[src/rtl/vram_if.sv]
// Writer request channel plus the single-port VRAM bus driven by vram_arbiter.
interface vram_if #(
  parameter int ADDR_W = 17
);
  logic              wr_valid;
  logic [ADDR_W-1:0] wr_addr;
  logic [15:0]       wr_data;
  logic              wr_ready;
  logic              mem_en;
  logic              mem_we;
  logic [ADDR_W-1:0] mem_addr;
  logic [15:0]       mem_wdata;
  logic [15:0]       mem_rdata;

  modport master (
    output wr_valid, wr_addr, wr_data, mem_rdata,
    input  wr_ready, mem_en, mem_we, mem_addr, mem_wdata
  );

  modport slave (
    input  wr_valid, wr_addr, wr_data, mem_rdata,
    output wr_ready, mem_en, mem_we, mem_addr, mem_wdata
  );
endinterface

[src/rtl/vram_arbiter.sv]
// Shares one VRAM port between display prefetch (2-word FIFO, priority) and a writer,
// and serialises the buffered words into 4-bit pixels.
module vram_arbiter #(
  parameter int ADDR_W      = 17,
  parameter int FRAME_WORDS = 120000
) (
  input  logic       clk,
  input  logic       rst,
  input  logic       display_enable,
  input  logic       vsync,
  vram_if.slave      bus,
  output logic [3:0] pixel,
  output logic       underflow
);
  localparam logic [1:0] IDLE  = 2'd0;
  localparam logic [1:0] DREAD = 2'd1;
  localparam logic [1:0] WRITE = 2'd2;
  localparam logic [ADDR_W-1:0] LAST_ADDR = ADDR_W'(FRAME_WORDS - 1);

  logic [1:0]        state_s;
  logic              slot_s;
  logic              fetch_s;
  logic              vsync_edge_s;
  logic              push_s;
  logic              pop_s;
  logic [15:0]       head_s;
  logic [ADDR_W-1:0] disp_addr_r;
  logic [1:0]        sel_r;
  logic [15:0]       fifo_r [0:1];
  logic              rd_ptr_r;
  logic              wr_ptr_r;
  logic [1:0]        occ_r;
  logic              inflight_r;
  logic              vsync_prev_r;

  // Arbitration for this cycle; the writer slot is offered whenever no fetch is due.
  always_comb begin
    vsync_edge_s = vsync & ~vsync_prev_r;
    fetch_s      = ({1'b0, occ_r} + {2'b00, inflight_r}) < 3'd2;
    if (rst || vsync_edge_s) begin
      state_s = IDLE;
      slot_s  = 1'b0;
    end else if (fetch_s) begin
      state_s = DREAD;
      slot_s  = 1'b0;
    end else if (bus.wr_valid) begin
      state_s = WRITE;
      slot_s  = 1'b1;
    end else begin
      state_s = IDLE;
      slot_s  = 1'b1;
    end
  end

  // VRAM strobes decoded from the arbitration result.
  always_comb begin
    bus.mem_en    = 1'b0;
    bus.mem_we    = 1'b0;
    bus.mem_addr  = '0;
    bus.mem_wdata = 16'h0000;
    bus.wr_ready  = slot_s;
    case (state_s)
      DREAD: begin
        bus.mem_en   = 1'b1;
        bus.mem_addr = disp_addr_r;
      end
      WRITE: begin
        bus.mem_en    = 1'b1;
        bus.mem_we    = 1'b1;
        bus.mem_addr  = bus.wr_addr;
        bus.mem_wdata = bus.wr_data;
      end
      default: begin
        bus.mem_en = 1'b0;
      end
    endcase
  end

  // FIFO push/pop qualifiers; a frame restart discards both the in-flight word and the head.
  always_comb begin
    head_s = fifo_r[rd_ptr_r];
    push_s = inflight_r & ~vsync_edge_s;
    pop_s  = display_enable & (occ_r != 2'd0) & (sel_r == 2'd3) & ~vsync_edge_s;
  end

  // Prefetch FIFO, display address, pixel serialiser and sticky underflow.
  always_ff @(posedge clk) begin
    if (rst) begin
      disp_addr_r  <= '0;
      sel_r        <= 2'd0;
      rd_ptr_r     <= 1'b0;
      wr_ptr_r     <= 1'b0;
      occ_r        <= 2'd0;
      inflight_r   <= 1'b0;
      vsync_prev_r <= 1'b0;
      pixel        <= 4'd0;
      underflow    <= 1'b0;
    end else begin
      vsync_prev_r <= vsync;
      inflight_r   <= (state_s == DREAD);
      if (state_s == DREAD) begin
        disp_addr_r <= (disp_addr_r == LAST_ADDR) ? '0 : disp_addr_r + ADDR_W'(1);
      end
      if (vsync_edge_s) begin
        disp_addr_r <= '0;
        sel_r       <= 2'd0;
        rd_ptr_r    <= 1'b0;
        wr_ptr_r    <= 1'b0;
        occ_r       <= 2'd0;
        pixel       <= 4'd0;
      end else begin
        if (push_s) begin
          fifo_r[wr_ptr_r] <= bus.mem_rdata;
          wr_ptr_r         <= ~wr_ptr_r;
        end
        if (pop_s) begin
          rd_ptr_r <= ~rd_ptr_r;
        end
        occ_r <= occ_r + {1'b0, push_s} - {1'b0, pop_s};
        if (!display_enable) begin
          pixel <= 4'd0;
        end else if (occ_r == 2'd0) begin
          pixel     <= 4'd0;
          underflow <= 1'b1;
        end else begin
          pixel <= head_s[{sel_r, 2'b00} +: 4];
          sel_r <= sel_r + 2'd1;
        end
      end
    end
  end
endmodule

[src/flat_wrapper.sv]
// flat-port wrapper written by rule: the top's interface ports become plain ports
module vram_arbiter_flat 
#(
  parameter int ADDR_W      = 17,
  parameter int FRAME_WORDS = 120000
)
  (clk, rst, display_enable, vsync, pixel, underflow, bus_wr_valid, bus_wr_addr, bus_wr_data, bus_mem_rdata, bus_wr_ready, bus_mem_en, bus_mem_we, bus_mem_addr, bus_mem_wdata);
  vram_if #(.ADDR_W(ADDR_W)) bus_i ();
  input  logic clk;
  input  logic rst;
  input  logic display_enable;
  input  logic vsync;
  output logic [3:0] pixel;
  output logic underflow;
  input wire logic [$bits(bus_i.wr_valid)-1:0] bus_wr_valid;
  input wire logic [$bits(bus_i.wr_addr)-1:0] bus_wr_addr;
  input wire logic [$bits(bus_i.wr_data)-1:0] bus_wr_data;
  input wire logic [$bits(bus_i.mem_rdata)-1:0] bus_mem_rdata;
  output wire logic [$bits(bus_i.wr_ready)-1:0] bus_wr_ready;
  output wire logic [$bits(bus_i.mem_en)-1:0] bus_mem_en;
  output wire logic [$bits(bus_i.mem_we)-1:0] bus_mem_we;
  output wire logic [$bits(bus_i.mem_addr)-1:0] bus_mem_addr;
  output wire logic [$bits(bus_i.mem_wdata)-1:0] bus_mem_wdata;
  assign bus_i.wr_valid = bus_wr_valid;
  assign bus_i.wr_addr = bus_wr_addr;
  assign bus_i.wr_data = bus_wr_data;
  assign bus_i.mem_rdata = bus_mem_rdata;
  assign bus_wr_ready = bus_i.wr_ready;
  assign bus_mem_en = bus_i.mem_en;
  assign bus_mem_we = bus_i.mem_we;
  assign bus_mem_addr = bus_i.mem_addr;
  assign bus_mem_wdata = bus_i.mem_wdata;
  vram_arbiter #(.ADDR_W(ADDR_W), .FRAME_WORDS(FRAME_WORDS)) u_core (.clk(clk), .rst(rst), .display_enable(display_enable), .vsync(vsync), .bus(bus_i), .pixel(pixel), .underflow(underflow));
endmodule
[config.mk]
export PLATFORM = sky130hd
export DESIGN_NAME = vram_arbiter_flat
export DESIGN_NICKNAME = d
export VERILOG_FILES = /design/src/rtl/vram_if.sv /design/src/rtl/vram_arbiter.sv /design/src/flat_wrapper.sv
export SDC_FILE = /design/constraint.sdc
export NUM_CORES = 1
export LEC_CHECK = 0
export CELL_PAD_IN_SITES_DETAIL_PLACEMENT = 2
export CELL_PAD_IN_SITES_GLOBAL_PLACEMENT = 2
export CORE_AREA = 2 2 100 102
export CTS_CLUSTER_DIAMETER = 60
export DETAILED_ROUTE_END_ITERATION = 10
export DIE_AREA = 0 0 102 104
export MAX_ROUTING_LAYER = met4
export PLACE_DENSITY_LB_ADDON = 0.08
export SETUP_SLACK_MARGIN = 0.1
export SYNTH_ARGS = -nofsm -noshare
export SYNTH_HDL_FRONTEND = slang
export SYNTH_SLANG_ARGS = --single-unit
[constraint.sdc]
create_clock -name clk -period 5.55 [get_ports clk]
set_clock_uncertainty 0.15 [all_clocks]
set_input_delay 0.555 -clock clk [delete_from_list [all_inputs] [get_ports clk]]
set_output_delay 0.555 -clock clk [all_outputs]
set_load 0.05 [all_outputs]
==> reports/highlights.md <==
Route
* 4 — Pre-antenna DRT Iters
* 415 µm — routed length on met3
* 2263 — vias after detailed routing
* 3610 µm — wl on met1
* 15.9 µm — routed len/inst
* 3590 µm — wire length on met2
* 0 — count of nets left with antenna violations after detail routing
* met4 — uppermost layer routed

Final timing
* 0 ps — TNS Setup
* 932 ps — Slew @ Worst Pin
* 0.799 — post-layout period usage of the worst path
* no — RSZ-0062 raised after global routing
* 1120 ps — final worst setup slack
* 4430 ps — time the worst path needs with I/O delays and setup
* 0 — Hold Fails Final Rpt

Pwr
* 1.00 mW — overall power consumption
* registers — Biggest consumer
* 0.432 mW — Clk power
* 0.496 — power share of the sequential group
* 239 nW/µm² — power density normalized to cell area
* 0.496 mW — P_seq
* 1.38 nW — LEAKAGE
* 0.000144 V — worst vdd rail ir drop
* 0.431 — clock network fraction of design power
* 0.213 — switching share of power
* 0.0733 mW — combinational-cell power consumption
* 0.073 — part of the total power dissipated in combinational logic

Die
* 102 µm — horizontal extent of the die
* 95 — number of I/O pins
* 104 µm — die height
* 10600 µm² — chip footprint
* 133 — TAP cells
* 0.303 — initial core utilization
* 9550 µm² — floorplan core area
* 36 — num rows

Final layout
* 1250 µm² — footprint of the multi-input gates
* 0.298 — Comb area share
* 0.378 — register share of the cell area
* 44.5% — synthesis-to-layout area growth
* 32 — flip-flop count of the largest register, all copies and words added
* u_core.fifo_r — register with the most flip-flops
* 63 — sequential cells
* 487 — Cell Count, Final, Fillers Out
* 0.228 — NonClk Buf Share
* 0.0932 — share of final-layout standard cells stronger than drive strength 1
* 0.0511 — portion of the layout cell area used by clock cells
* u_core.fifo_r x32, u_core.disp_addr_r x17, u_core.pixel x4 — Regs by FF count
* flip-flops and latches — leading cell category by total area
* 410 — nets@finish
* 0.438 — final core utilization
* 6 — Logic inverters
* 0 — count of inserted antenna diode cells
* 993 — filler instances

Worst hold path
* 2 — number of stages on the worst hold path
* u_core.underflow — critical hold path startpoint
* flip-flop to flip-flop — Hold/Removal Path Class

Synth
* 0 — synth warn
* 63 — Seq cells post-synth
* 2900 µm² — summed standard-cell area reported by yosys
* 0.0829 — mux contribution to synthesized area
* 0.0302 — adder and majority cell fraction of the synthesized area
* 2900 µm² — Post-Synthesis Cell Area
* 256 — number of instances in the synthesized netlist
* 33 — Cell Type Count
* sky130_fd_sc_hd__nor2_1 — most common cell in the netlist
* 0.332 — area fraction of the dominant cell type after synthesis
* sky130_fd_sc_hd__edfxtp_1 — Dominant flop cell
* 32 — EDFF count, synth
* sky130_fd_sc_hd__nor2_1, sky130_fd_sc_hd__edfxtp_1, sky130_fd_sc_hd__dfxtp_1 — commonest cells in the netlist

Setup path
* u_core.disp_addr_r[11] — Reg-to-Reg End
* u_core.vsync_prev_r — launch point of the worst reg-to-reg path
* output pin — Critical Path Sink Type
* 820 ps — delay contributed by the slowest stage of the critical path
* bus_mem_addr[8] — timing endpoint of the critical path
* sky130_fd_sc_hd__clkdlybuf4s50_1 — Crit-path slowest cell
* rst — crit path launch
* input port — nature of the critical path startpoint
* 3730 ps — CP arrival
* 4850 ps — CP Data Required Time
* input port to output pin — critical path start-end classification
* 3 — Worst Path Buf+Inv

Clock tree
* yes — CTS tree
* 0 — buffer count from post-CTS setup fixing
* 2 — maximum buffer depth of the clock tree
* 0 — quantity of hold-fixing buffers added after cts
* 3 — maximum level of the CTS H-tree
* 330 ps — clock latency on the worst-skew pair
* 70 ps — clock slew seen by the registers of the worst setup and hold paths

Placed design
* 0.748 — Routability Congestion
* 471 — total instance count after detailed placement
* 5770 µm — detailed placement HPWL
* 3970 µm² — instance area at placement

Global routing
* 0 — residual overflow from global routing
* 0.156 — overall routing resource usage
* 24 — maximum number of pins on one net before global-route repair
* 0.244 — routing usage on met2
* met2 — busiest layer in global routing

Outcome
* finished clean — outcome

Flow run
* 0 — max-capacitance violation count
* 28 — Tool Warnings

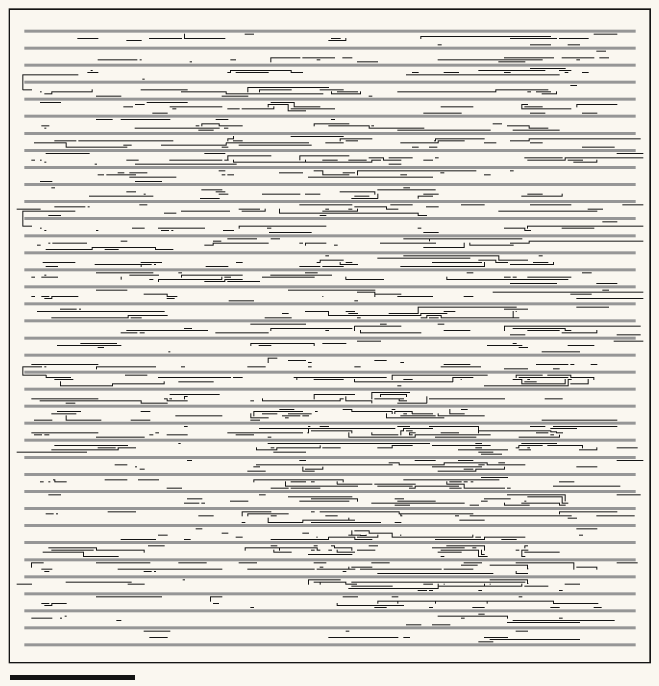
**Above:** M1 wires.
The bar under the picture is 20 µm long. Supply wires on this layer in gray.
The layer holds 47% of the routed length. 364 nets have wire on it. The layer carries 3610 µm of wire. The longest straight run is 28.1 µm.

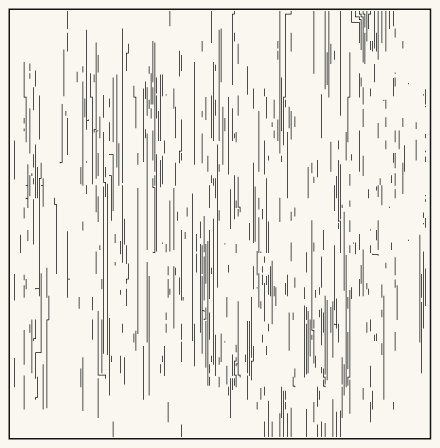
**Above:** the metal 2 layer.
The wires run mostly vertical. 367 nets have wire on it. The layer holds 46% of the routed length. The longest straight run is 41.5 µm. The layer carries 3590 µm of wire.

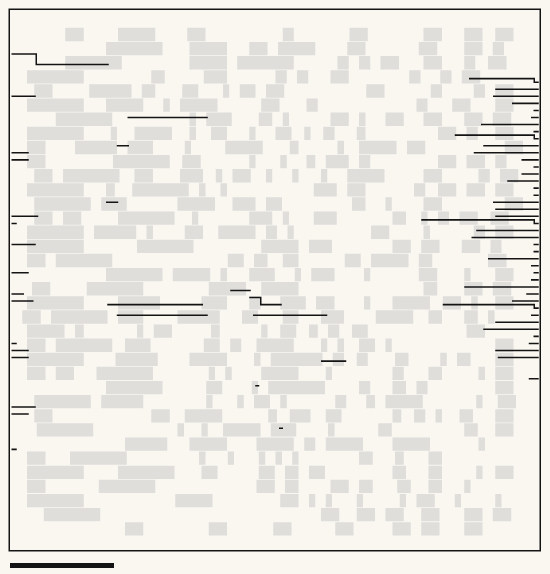
**Above:** metal 3.
The bar under the picture is 20 µm long.
The layer carries 415 µm of wire. The wires run mostly horizontal. The longest straight run is 21.6 µm.

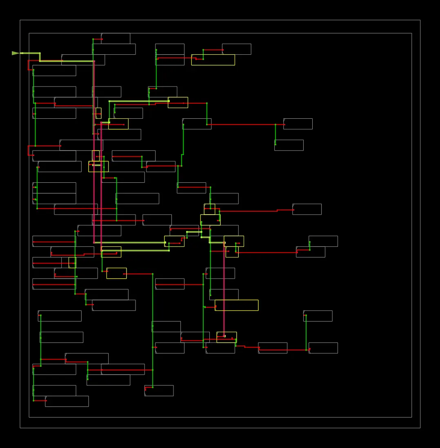
**Above:** clock routing.
number of buffers added by the clock tree synthesis step: 9
clock sink total: 63

Power is estimated from default activity; no workload was simulated.
